### Signal wires on met1

The bar under the picture is 50 um long. Supply wires on this layer in gray.
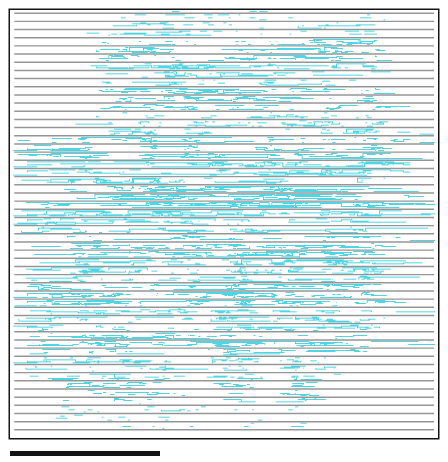
### Metal 2

Cells faint in the background.
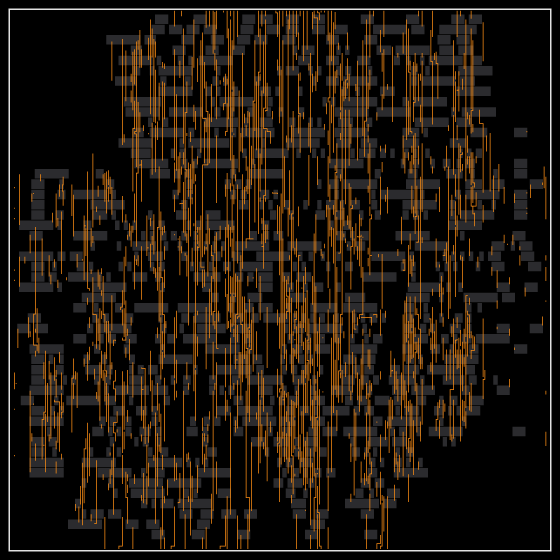
### Metal 3

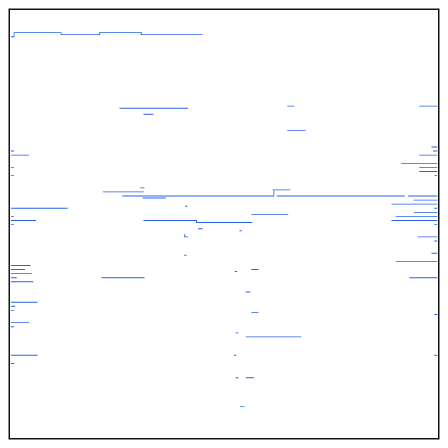
`src/rtl/instruction_sequencer.sv`:
```
// Fetch/decode/execute controller: sequences 24-bit commands from a synchronous ROM,
// resolves operands through data memory and drives the ALU start/done handshake.
module instruction_sequencer #(
  parameter logic [7:0] RESET_IP = 8'h00
) (
  input  logic        clock,
  input  logic        resetN,
  input  logic        run,
  output logic [7:0]  instrAddr,
  input  logic [23:0] instrData,
  output logic [7:0]  memAddr,
  input  logic [7:0]  memRdData,
  output logic        memWrEn,
  output logic [7:0]  memWrData,
  output logic [1:0]  aluOp,
  output logic [7:0]  aluA,
  output logic [7:0]  aluB,
  output logic        aluStart,
  input  logic        aluDone,
  input  logic [7:0]  aluResult,
  output logic [7:0]  accOut,
  output logic [7:0]  instructionPointer,
  output logic        halted,
  output logic        illegal
);

  typedef enum logic [3:0] {
    S_IDLE, S_FETCH, S_DECODE, S_RD1A, S_RD1D, S_RD2A, S_RD2D,
    S_EXEC, S_WAIT, S_WRITE, S_HALT
  } state_t;

  typedef enum logic [5:0] {
    OP_NOP = 6'h00, OP_ADD = 6'h01, OP_SUB = 6'h02, OP_INV = 6'h03,
    OP_MOV = 6'h04, OP_JFE = 6'h05, OP_JFL = 6'h06, OP_JFG = 6'h07,
    OP_HALT = 6'h3F
  } opcode_t;

  state_t      state, state_d;
  logic [23:0] instr_q, cmd;
  logic [5:0]  opcode;
  logic        flag1, flag2;
  logic [7:0]  field1, field2;
  logic        is_alu, is_jump, is_mov, is_illegal, need_rd1, need_rd2, wr_mem, taken;
  logic [7:0]  op1_d, op2_d, result_q, ip_next;

  // The command is decoded straight off the ROM bus in DECODE, from the latched copy afterwards.
  assign cmd    = (state == S_DECODE) ? instrData : instr_q;
  assign opcode = cmd[23:18];
  assign flag1  = cmd[17];
  assign field1 = cmd[16:9];
  assign flag2  = cmd[8];
  assign field2 = cmd[7:0];

  assign is_alu     = opcode inside {OP_ADD, OP_SUB, OP_INV};
  assign is_jump    = opcode inside {OP_JFE, OP_JFL, OP_JFG};
  assign is_mov     = (opcode == OP_MOV);
  assign is_illegal = !(is_alu || is_jump || is_mov || opcode == OP_NOP || opcode == OP_HALT)
                      || (is_mov && !flag1);
  assign need_rd1   = flag1 && (is_alu || is_jump);
  assign need_rd2   = flag2 && (opcode inside {OP_ADD, OP_SUB, OP_MOV});
  assign wr_mem     = is_mov || (is_alu && flag1);

  assign aluStart = (state == S_EXEC);
  assign memWrEn  = (state == S_WRITE) && wr_mem;
  assign halted   = (state == S_HALT);

  // NOTE: every variable assigned in always_comb gets a default first, so no path can infer a latch.
  always_comb begin
    taken = 1'b0;
    case (opcode)
      OP_JFE:  taken = (accOut == aluA);
      OP_JFL:  taken = (accOut <  aluA);
      OP_JFG:  taken = (accOut >  aluA);
      default: taken = 1'b0;
    endcase
    ip_next = taken ? field2 : instructionPointer + 8'd1;

    op1_d = aluA;
    op2_d = aluB;
    if (state == S_DECODE) begin
      if ((is_alu || is_jump) && !flag1) op1_d = field1;
      if ((opcode inside {OP_ADD, OP_SUB, OP_MOV}) && !flag2) op2_d = field2;
    end
    if (state == S_RD1D) op1_d = memRdData;
    if (state == S_RD2D) op2_d = memRdData;
  end

  always_comb begin
    state_d = state;
    unique case (state)
      S_IDLE:   if (run) state_d = S_FETCH;
      S_FETCH:  state_d = S_DECODE;
      S_DECODE: begin
        if (is_illegal || opcode == OP_HALT) state_d = S_HALT;
        else if (need_rd1)                   state_d = S_RD1A;
        else if (need_rd2)                   state_d = S_RD2A;
        else if (is_alu)                     state_d = S_EXEC;
        else                                 state_d = S_WRITE;
      end
      S_RD1A:   state_d = S_RD1D;
      S_RD1D: begin
        if (need_rd2)    state_d = S_RD2A;
        else if (is_alu) state_d = S_EXEC;
        else             state_d = S_WRITE;
      end
      S_RD2A:   state_d = S_RD2D;
      S_RD2D:   state_d = is_alu ? S_EXEC : S_WRITE;
      S_EXEC:   state_d = S_WAIT;
      S_WAIT:   if (aluDone) state_d = S_WRITE;
      S_WRITE:  state_d = run ? S_FETCH : S_IDLE;
      S_HALT:   state_d = S_HALT;
      default:  state_d = S_IDLE;
    endcase
  end

  // NOTE: sequential state uses non-blocking assignments so every register samples pre-edge values.
  always_ff @(posedge clock or negedge resetN) begin
    if (!resetN) state <= S_IDLE;
    else         state <= state_d;
  end

  // NOTE: the latched command and result are reset too, so nothing left from an abandoned
  // instruction can leak into the first one after reset.
  always_ff @(posedge clock or negedge resetN) begin
    if (!resetN) begin
      instructionPointer <= RESET_IP;
      instrAddr          <= 8'h00;
      instr_q            <= 24'h0;
      memAddr            <= 8'h00;
      memWrData          <= 8'h00;
      aluOp              <= 2'b00;
      aluA               <= 8'h00;
      aluB               <= 8'h00;
      result_q           <= 8'h00;
      accOut             <= 8'h00;
      illegal            <= 1'b0;
    end else begin
      aluA <= op1_d;
      aluB <= op2_d;

      if (state == S_DECODE) begin
        instr_q <= instrData;
        if (is_illegal) illegal <= 1'b1;
        if (is_alu) begin
          case (opcode)
            OP_SUB:  aluOp <= 2'b01;
            OP_INV:  aluOp <= 2'b10;
            default: aluOp <= 2'b00;
          endcase
        end
      end

      if (state_d == S_RD1A)      memAddr <= field1;
      else if (state_d == S_RD2A) memAddr <= field2;
      else if (state_d == S_WRITE && wr_mem) begin
        memAddr   <= field1;
        memWrData <= is_mov ? op2_d : aluResult;
      end

      if (state == S_WAIT && aluDone) result_q <= aluResult;

      if (state == S_WRITE) begin
        instructionPointer <= ip_next;
        if (is_alu && !flag1) accOut <= result_q;
      end

      if (state_d == S_FETCH) instrAddr <= (state == S_WRITE) ? ip_next : instructionPointer;
    end
  end

endmodule

```
`config.mk`:
```
export PLATFORM = sky130hd
export DESIGN_NAME = instruction_sequencer
export DESIGN_NICKNAME = d
export VERILOG_FILES = /design/src/rtl/instruction_sequencer.sv
export SDC_FILE = /design/constraint.sdc
export NUM_CORES = 1
export LEC_CHECK = 0
export ABC_AREA = 1
export CAP_MARGIN = 30
export CELL_PAD_IN_SITES_DETAIL_PLACEMENT = 1
export CELL_PAD_IN_SITES_GLOBAL_PLACEMENT = 1
export CORE_UTILIZATION = 25
export CTS_BUF_LIST = sky130_fd_sc_hd__clkbuf_2
export DETAILED_ROUTE_END_ITERATION = 10
export GPL_TIMING_DRIVEN = 0
export PLACE_DENSITY = 0.54
export SETUP_SLACK_MARGIN = 0.05
export SYNTH_ARGS = -nofsm -noshare
export SYNTH_HDL_FRONTEND = slang
export SYNTH_SLANG_ARGS = --single-unit
```
`constraint.sdc`:
```
create_clock -name clock -period 2.6 [get_ports clock]
set_input_delay 0.52 -clock clock [delete_from_list [all_inputs] [get_ports clock]]
set_output_delay 0.52 -clock clock [all_outputs]
set_load 0.02 [all_outputs]
```
==> git commit body <==
Store results of the implementation flow

- The run finished, with violations left.
- Failing checks: setup timing
- Between the synthesized netlist and the finished layout, the area growth was recorded as 46.7%.
- Of the post-synthesis cell area, the dominant cell type holds 48.2%.
- In this run the critical register-to-register path is captured at memAddr[5]$_DFFE_PN0P_.
* Yosys Chip Area: just under 5000 sq um
- Power of the sequential group: 2.43 mW
* Crit path launch type: flop
- Proportion of power drawn by flip-flops and latches: 30.6%
- Multiplexer share of the synthesized area: between 1.5 and 2%
* Die Span Y: about 140 um
- Final Setup Violations: 17
- After synthesis, the most frequently instantiated cells are sky130_fd_sc_hd__nand2_1, sky130_fd_sc_hd__dfrtp_1, sky130_fd_sc_hd__inv_1.
* Detailed placer's ending HPWL: 12900 um
- Basic Gates by Area: 24.3%
- Synthesis inferred 95 register bits.
- Across all register-to-register paths, the minimum setup slack is -240 ps.
- The worst setup path is of the flop to primary output kind.
- H-tree levels: 3
- Summing the areas of all xor and xnor instances in the mapped netlist gives 1.06% of the synthesized area.
- A synthesized cell averages 8.38 sq um.
- Per the summary, power density relative to cell area is 1090 nW/um^2.
- Share of async-settable or async-resettable flops after synthesis: 100%
- STA shows the worst reg2reg path with a cell count of 19.
- Number of sequential cells in the layout: 95
- The required time at the worst endpoint is listed as roughly 2100 ps.
- The cell-mix breakdown from Yosys lists the compound-gate area share as 14.1%.
- Counting flops per register, the top entry is instr_q.
- Most frequent logic cell in the layout: sky130_fd_sc_hd__nand2_1
- Reported max-cap violation count: 0
- Antenna violations before repair: 1
- CTS clk-pin slew, worst paths: 300 ps
- The first global-routing pass estimated 26900 um of wire.
- Among all stages on the critical path, the largest delay is contributed by sky130_fd_sc_hd__dfrtp_2.
- In this run the count of I/O pins placed on the die edge is 106.
* Final non-filler cell area: ~7200 sq um
- Area used by multi-input combinational logic: 2400 sq um
- Slack of the critical path: -320 ps
- The floorplan step set the die width to 143 um.
- Checking max transition, the worst relative margin is 66.0%.
* RR Startpoint: state[2]$_DFF_PN0_
- After synthesis, the cell types taking the most area are sky130_fd_sc_hd__dfrtp_1, sky130_fd_sc_hd__nand2_1, sky130_fd_sc_hd__o21ai_0.
- Critical-path cell list: nor2_4, nand2_2, buf_8, buf_6, nand2_2, o21ai_4, nand2_4, nand2_4, o21ai_4, inv_2, nor2_4, buf_6
* Mapped Area: 4940 sq um
- For this configuration, the core starts out at a cell density of 25.4%.
- Post-synth seq share: 48.2%
- Count of inverters other than clock inverters in the layout: 80
- Fraction of layout instances using a drive strength above 1: 23.9%
* Library cell occupying the most area in the post-synthesis netlist: sky130_fd_sc_hd__dfrtp_1
- The report shows a maximum critical-path fanout of 6.
* Net count, final: 811
- The clock tree has to reach roughly 95 sinks.
- Tally of yosys warning messages: 0
* Logic family by area: simple AND/OR/NAND/NOR gates
- Per report_power, the clock group accounts for 10.5% of the total.
- RSZ-0062 raised after global routing: true
- The detailed router put a total of 8050 um of wire on met1.
- The register with the most flip-flops in the layout has 24 of them.
- Slew at the pin closest to its max-slew limit: just over 500 ps
* Most used routing layer: met2
- The detailed router reports a met3 wire length of 545 um.
- The synthesized design contains 0 enable-type register cells.
- Per the power-grid run, VDD falls by no more than 0.418 mV.
- The biggest slice of the total power is consumed by combinational cells.
- Sequential cell area share: 32.9%
- The most common cell in the synthesized netlist is sky130_fd_sc_hd__nand2_1.
- Prior to clock tree synthesis, the placed netlist has a worst setup slack of -684 ps.
- In the final layout, clock buffers and inverters account for around 1.7% of the cell area.
* Signal buffers share of area: 23.3%
- WL per Instance: 17.0 um
- Leftover overflow at the end of global routing: 0
* Combinational group power: 4.66 mW
- TritonCTS built the clock tree.
* Most numerous logic cells after layout: sky130_fd_sc_hd__nand2_1, sky130_fd_sc_hd__clkdlybuf4s50_1, sky130_fd_sc_hd__dfrtp_1
- The die covers 20300 sq um.
* Tightest hold margin: around 320 ps
- Global routing consumed, over all layers together, 17.6% of the routing resources.
* Critical path buffers and inverters: 4
- The final timing report lists a max-slew violation count of 0.
- In this design, the stage delay of the slowest critical-path cell is approximately 520 ps.
* Pin count of the biggest net entering global routing: approximately 70
- Gate count of the mapped netlist: 589
- Vias per Instance: 4.50
- Element type at the critical path end: primary output
- Fmax: around 340 MHz
- In the Yosys stats the netlist draws on 37 distinct library cells.
- Total cells reported by yosys after synthesis: roughly 600
## Picture notes: 'Signal wires on met1'
share of all routed wire: 46%
longest straight run: 54.5 um

## Picture notes: 'Metal 2'
share of all routed wire: 49%
main direction: vertical
nets with wire on the layer: 705
wire length on this layer: 8540 um
met2 Track Usage GR: 29.7%
via count: 4633

## Picture notes: 'Metal 3'
longest straight run: 50.4 um
share of all routed wire: 3.1%
main direction: horizontal

Power and IR drop assume default switching activity.
